`config.mk`:
```
export PLATFORM = sky130hd
export DESIGN_NAME = life_datapath
export DESIGN_NICKNAME = d
export VERILOG_FILES = /design/src/rtl/life_pkg.sv /design/src/rtl/life_next_gen.sv /design/src/rtl/life_datapath.sv
export SDC_FILE = /design/constraint.sdc
export NUM_CORES = 2
export LEC_CHECK = 0
export CAP_MARGIN = 25
export CORE_MARGIN = 5
export CORE_UTILIZATION = 50
export CTS_BUF_LIST = sky130_fd_sc_hd__clkbuf_4 sky130_fd_sc_hd__clkbuf_8
export DETAILED_ROUTE_END_ITERATION = 8
export MAX_ROUTING_LAYER = met4
export PLACE_DENSITY = 0.78
export SLEW_MARGIN = 5
export SYNTH_ARGS = -nofsm -noshare
export SYNTH_HDL_FRONTEND = slang
export SYNTH_SLANG_ARGS = --single-unit
```
`constraint.sdc`:
```
create_clock -name clock -period 5.7 [get_ports clock]
set_input_delay 0.57 -clock clock [delete_from_list [all_inputs] [get_ports clock]]
set_output_delay 0.57 -clock clock [all_outputs]
set_load 0.01 [all_outputs]
```
`src/rtl/life_pkg.sv`:
```
// ---------------------------------------------------------------------------
// life_pkg
// Shared definitions for the Game-of-Life frame engine:
//   - default grid geometry (cells per row/column, pixels per cell side)
//   - pixel colours for live and dead cells
//   - control FSM state encoding used by life_datapath
// Optional build macro used elsewhere in this slice: LIFE_TORUS_EN
// (toroidal edge wrap in life_next_gen).
// ---------------------------------------------------------------------------
package life_pkg;

    localparam int GRID_W_DEF  = 16;
    localparam int GRID_H_DEF  = 16;
    localparam int CELL_PX_DEF = 4;

    localparam logic [2:0] ALIVE_COLOUR = 3'b111;
    localparam logic [2:0] DEAD_COLOUR  = 3'b000;

    typedef enum logic [1:0] {
        IDLE = 2'd0,
        SCAN = 2'd1,
        STEP = 2'd2,
        DONE = 2'd3
    } life_state_e;

    function automatic logic [2:0] cell_colour(input logic alive);
        return alive ? ALIVE_COLOUR : DEAD_COLOUR;
    endfunction

endpackage

```
`src/rtl/life_next_gen.sv`:
```
// ---------------------------------------------------------------------------
// life_next_gen
// Purely combinational Game-of-Life rule evaluation over the whole grid.
// Cell (x, y) lives at flat index y*GRID_W + x.
//   grid_i : current generation, flattened
//   next_o : next generation, flattened
// Rule: birth on exactly 3 live neighbours, survival on 2 or 3, else dead.
// Build macro LIFE_TORUS_EN: when defined the grid edges wrap (column
// GRID_W-1 touches column 0, row GRID_H-1 touches row 0); when undefined
// any neighbour position outside the grid counts as dead.
// ---------------------------------------------------------------------------
module life_next_gen
    import life_pkg::*;
#(
    parameter int GRID_W = GRID_W_DEF,
    parameter int GRID_H = GRID_H_DEF
) (
    input  logic [GRID_W*GRID_H-1:0] grid_i,
    output logic [GRID_W*GRID_H-1:0] next_o
);

    localparam int IW = $clog2(GRID_W * GRID_H);

    logic [3:0] cnt;
    int         nx;
    int         ny;

    always_comb begin
        next_o = '0;
        cnt    = '0;
        nx     = 0;
        ny     = 0;
        for (int yy = 0; yy < GRID_H; yy++) begin
            for (int xx = 0; xx < GRID_W; xx++) begin
                cnt = '0;
                for (int dy = -1; dy <= 1; dy++) begin
                    for (int dx = -1; dx <= 1; dx++) begin
                        if (dx != 0 || dy != 0) begin
                            nx = xx + dx;
                            ny = yy + dy;
`ifdef LIFE_TORUS_EN
                            // Adding the dimension first keeps the modulo
                            // operand non-negative for the -1 offsets.
                            nx  = (nx + GRID_W) % GRID_W;
                            ny  = (ny + GRID_H) % GRID_H;
                            cnt = cnt + {3'b000, grid_i[IW'(ny * GRID_W + nx)]};
`else
                            if (nx >= 0 && nx < GRID_W && ny >= 0 && ny < GRID_H) begin
                                cnt = cnt + {3'b000, grid_i[IW'(ny * GRID_W + nx)]};
                            end
`endif
                        end
                    end
                end
                next_o[IW'(yy * GRID_W + xx)] = (cnt == 4'd3) ||
                    ((cnt == 4'd2) && grid_i[IW'(yy * GRID_W + xx)]);
            end
        end
    end

endmodule

```
`src/rtl/life_datapath.sv`:
```
// ---------------------------------------------------------------------------
// life_datapath
// Game-of-Life grid store, switch-driven cell editor and frame engine.
// In IDLE the user latches an X coordinate (ldX) and toggles the cell at
// (x_reg, data_in) on each rising edge of ldY. A draw request scans every
// cell out as a CELL_PX x CELL_PX block, one pixel per clock, then advances
// the grid one generation and pulses stop for one cycle.
//
// Ports:
//   clock    in   system clock, all logic on posedge
//   reset    in   synchronous active-high reset
//   ldX      in   latch X cell coordinate from data_in
//   ldY      in   Y-load key (level); its rising edge toggles a cell
//   draw     in   start frame rendering
//   data_in  in   [7:0] switch value, low coordinate bits used
//   x        out  [7:0] pixel x to VGA adapter
//   y        out  [6:0] pixel y to VGA adapter
//   colour   out  [2:0] pixel colour (111 alive, 000 dead)
//   plot     out  VGA write enable
//   stop     out  one-cycle pulse when frame and generation step finish
//   state_o  out  [1:0] current FSM state (debug visibility)
//
// Handshake: draw is a level request sampled only in IDLE; once sampled the
// frame always runs to completion and ends with exactly one stop cycle, after
// which a still-high draw starts the next frame.
//
// Build macro LIFE_TORUS_EN selects toroidal edges inside life_next_gen.
// ---------------------------------------------------------------------------
module life_datapath
    import life_pkg::*;
#(
    parameter int GRID_W  = GRID_W_DEF,
    parameter int GRID_H  = GRID_H_DEF,
    parameter int CELL_PX = CELL_PX_DEF
) (
    input  logic       clock,
    input  logic       reset,
    input  logic       ldX,
    input  logic       ldY,
    input  logic       draw,
    input  logic [7:0] data_in,
    output logic [7:0] x,
    output logic [6:0] y,
    output logic [2:0] colour,
    output logic       plot,
    output logic       stop,
    output logic [1:0] state_o
);

    localparam int LW = $clog2(GRID_W);
    localparam int LH = $clog2(GRID_H);
    localparam int LP = $clog2(CELL_PX);
    localparam int NC = GRID_W * GRID_H;
    // Scan counter layout {cy, cx, py, px}: px innermost, cell y outermost.
    // Its top LH+LW bits are therefore the flat cell index directly.
    localparam int SW = LH + LW + 2 * LP;

    life_state_e    state_q;
    logic [LW-1:0]  x_reg_q;
    logic           ldy_prev_q;
    logic [NC-1:0]  grid_q;
    logic [SW-1:0]  scan_q;
    logic [7:0]     x_q;
    logic [6:0]     y_q;
    logic [2:0]     colour_q;
    logic           plot_q;
    logic           stop_q;

    logic [NC-1:0]  grid_next_d;
    logic [NC-1:0]  grid_toggle_d;
    logic [SW-1:0]  scan_d;
    logic           ldy_rise;
    logic           unused_data;

    // Only the low coordinate bits of the switches are meaningful.
    assign unused_data = &{1'b0, data_in};

    function automatic logic [7:0] pix_x(input logic [SW-1:0] s);
        logic [SW-1:0] px;
        logic [SW-1:0] cx;
        px = s & SW'(CELL_PX - 1);
        cx = (s >> (2 * LP)) & SW'(GRID_W - 1);
        return 8'((cx << LP) | px);
    endfunction

    function automatic logic [6:0] pix_y(input logic [SW-1:0] s);
        logic [SW-1:0] py;
        logic [SW-1:0] cy;
        py = (s >> LP) & SW'(CELL_PX - 1);
        cy = s >> (2 * LP + LW);
        return 7'((cy << LP) | py);
    endfunction

    life_next_gen #(
        .GRID_W (GRID_W),
        .GRID_H (GRID_H)
    ) u_next_gen (
        .grid_i (grid_q),
        .next_o (grid_next_d)
    );

    assign scan_d   = scan_q + 1'b1;
    assign ldy_rise = ldY & ~ldy_prev_q;

    // The toggle uses the registered x_reg, so an ldX in the same cycle
    // only affects later toggles.
    always_comb begin
        grid_toggle_d = grid_q;
        grid_toggle_d[{data_in[LH-1:0], x_reg_q}] = ~grid_q[{data_in[LH-1:0], x_reg_q}];
    end

    always_ff @(posedge clock) begin
        if (reset) begin
            state_q    <= IDLE;
            x_reg_q    <= '0;
            ldy_prev_q <= 1'b0;
            grid_q     <= '0;
            scan_q     <= '0;
            x_q        <= '0;
            y_q        <= '0;
            colour_q   <= DEAD_COLOUR;
            plot_q     <= 1'b0;
            stop_q     <= 1'b0;
        end else begin
            // Tracked in every state so a key held through a frame
            // never registers as a fresh edge afterwards.
            ldy_prev_q <= ldY;
            stop_q     <= 1'b0;
            plot_q     <= 1'b0;
            case (state_q)
                IDLE: begin
                    if (draw) begin
                        // Pixel 0 is emitted on this same edge so the first
                        // plot is visible the cycle after draw is sampled.
                        state_q  <= SCAN;
                        scan_q   <= '0;
                        x_q      <= '0;
                        y_q      <= '0;
                        colour_q <= cell_colour(grid_q[0]);
                        plot_q   <= 1'b1;
                    end else begin
                        if (ldX) begin
                            x_reg_q <= data_in[LW-1:0];
                        end
                        if (ldy_rise) begin
                            grid_q <= grid_toggle_d;
                        end
                    end
                end
                SCAN: begin
                    if (scan_q == {SW{1'b1}}) begin
                        state_q <= STEP;
                    end else begin
                        scan_q   <= scan_d;
                        x_q      <= pix_x(scan_d);
                        y_q      <= pix_y(scan_d);
                        colour_q <= cell_colour(grid_q[scan_d[SW-1:2*LP]]);
                        plot_q   <= 1'b1;
                    end
                end
                STEP: begin
                    grid_q  <= grid_next_d;
                    stop_q  <= 1'b1;
                    state_q <= DONE;
                end
                DONE: begin
                    state_q <= IDLE;
                end
                default: begin
                    state_q <= IDLE;
                end
            endcase
        end
    end

    assign x       = x_q;
    assign y       = y_q;
    assign colour  = colour_q;
    assign plot    = plot_q;
    assign stop    = stop_q;
    assign state_o = state_q;

endmodule

```
==> images/layer_met4.png <==
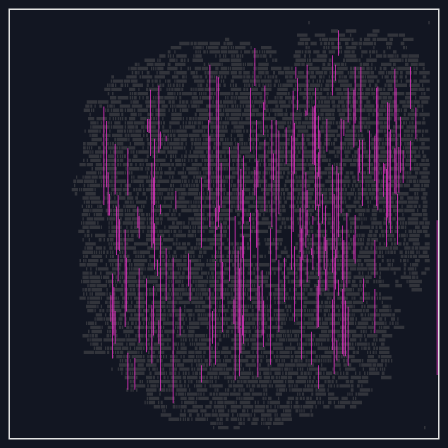
wire length on this layer	6,960 microns
share of all routed wire	6.4%
longest straight run	109 microns
main direction	vertical
nets with wire on the layer	120

==> images/placement_by_type.png <==
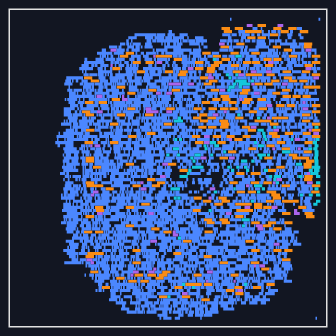
class	colour	cells	share of their area
sequential cells	orange	278	15%
combinational and other logic	blue	3,662	79%
remaining buffers and delay cells	cyan	110	2.9%
clock drivers and dummy loads	purple	92	3.0%

==> images/clk_routes.png <==
Bar = 100 microns.
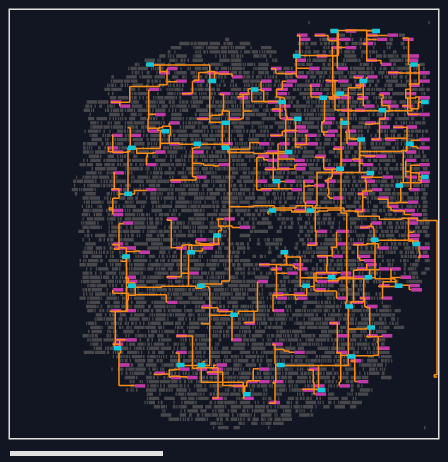
[flip-flops] magenta | count: 278
[clock wires] orange | length: 5,080 microns
[clock drivers] cyan | count: 53
flops lie	widely spread
routed clock nets	54

==> power by group <==
group | leakage [nW] | switching [mW] | total [mW] | internal [mW]
combinational | 12.4 | 2.01 | 2.95 | 0.937
clock | 0.597 | 1.01 | 2.19 | 1.18
sequential | 2.24 | 0.259 | 2.28 | 2.02
==> worst max-delay path: stages, from the launching register on <==
cell and delay (ps):
dfxtp_4 960, buf_4 370, mux4_1 650, a22oi_1 170, a21oi_1 90, o21a_1 220
a2111oi_2 470, nor2b_1 740, buf_4 370, a21oi_1 100, a211oi_1 260
==> area by class of cell <==
type	instances	area, sq um
Tap cell	950	1190
Clock inverter	12	139
Antenna cell	3	7.51
Inverter	741	2780
Timing Repair Buffer	110	1070
Multi-Input combinational cell	2921	26500
Clock buffer	80	970
Fill cell	6344	33300
Sequential cell	278	5570
==> impl_metrics.py <==
# Flow results
metrics = {
    "worst_setup_path": {
        "timing.rr.end": "grid_q[89]$_SDFFE_PP0P_",
        "cp_max_fo": 40,
        "endpoint_kind": "flip-flop",
        "start_kind": "flip-flop",
        "worstPathRequired_ps": 6260,
        "cp.arrival_ps": 5130,
        "r2r_cells": 10,
    },
    "clocking": {
        "cts_hold_buf": 0,
        "root_buffer": "clkbuf_8",
        "cts_resized": 0,
        "cts_num_sinks": 278,
        "clk_path_buf_depth": 3,
        "cts.clk_slew.worst_paths_ps": 60,
        "post_cts_buffers": 0,
    },
    "logic_synthesis": {
        "area_leaders": "fa_1 (22%), dfxtp_1 (15%), ha_1 (11%)",
        "async_reset_ff_share_pct": 0,
        "ys.flops": 278,
        "synthCells": 4196,
        "top_logic_kind": "adder cells",
        "yosysWarnings": 0,
        "yosysTopAreaCellShare_pct": 21.7,
        "syn-cell-area_sq_um": 36100,
    },
    "placement": {
        "gp_congestion": 1.02,
        "dp_hpwl_microns": 77500,
    },
    "final_timing": {
        "setup_viol": 0,
        "fmax_mhz": 219,
        "fin_crit_ps": 4570,
        "relSlewSlack_pct": 20.8,
        "worst_slew_pin_slew_ps": 1190,
        "whs_ps": 504,
    },
    "routing": {
        "avgViaCountPerCell": 6.20,
        "drt-met1-wl_microns": 41700,
        "ant_nets": 0,
        "vias": 31569,
    },
    "floorplanning": {
        "fp_util_pct": 50.5,
        "rows": 98,
        "die_height_microns": 279,
        "die_area_sq_um": 77800,
    },
    "global_routing": {
        "overflow": 0,
        "grt_use_met3_pct": 6.00,
    },
    "hold_path": {
        "hp-class": "reg2reg",
        "worst_hold_startpoint": "grid_q[134]$_SDFFE_PP0P_",
    },
    "layout": {
        "drive_above_1_share_pct": 9.78,
        "largest_reg_flops": 256,
        "top_register": "grid_q",
        "stdcell_count": 5095,
        "final_cell_mix": "inv_1 (739), nor2_1 (537), fa_1 (391)",
    },
    "power": {
        "power.leakage_nw": 15.3,
    },
    "status": {
        "run_status": "completed",
    },
    "job": {
        "max_cap_viol_count": 0,
    },
}
Power is estimated from default activity; no workload was simulated.
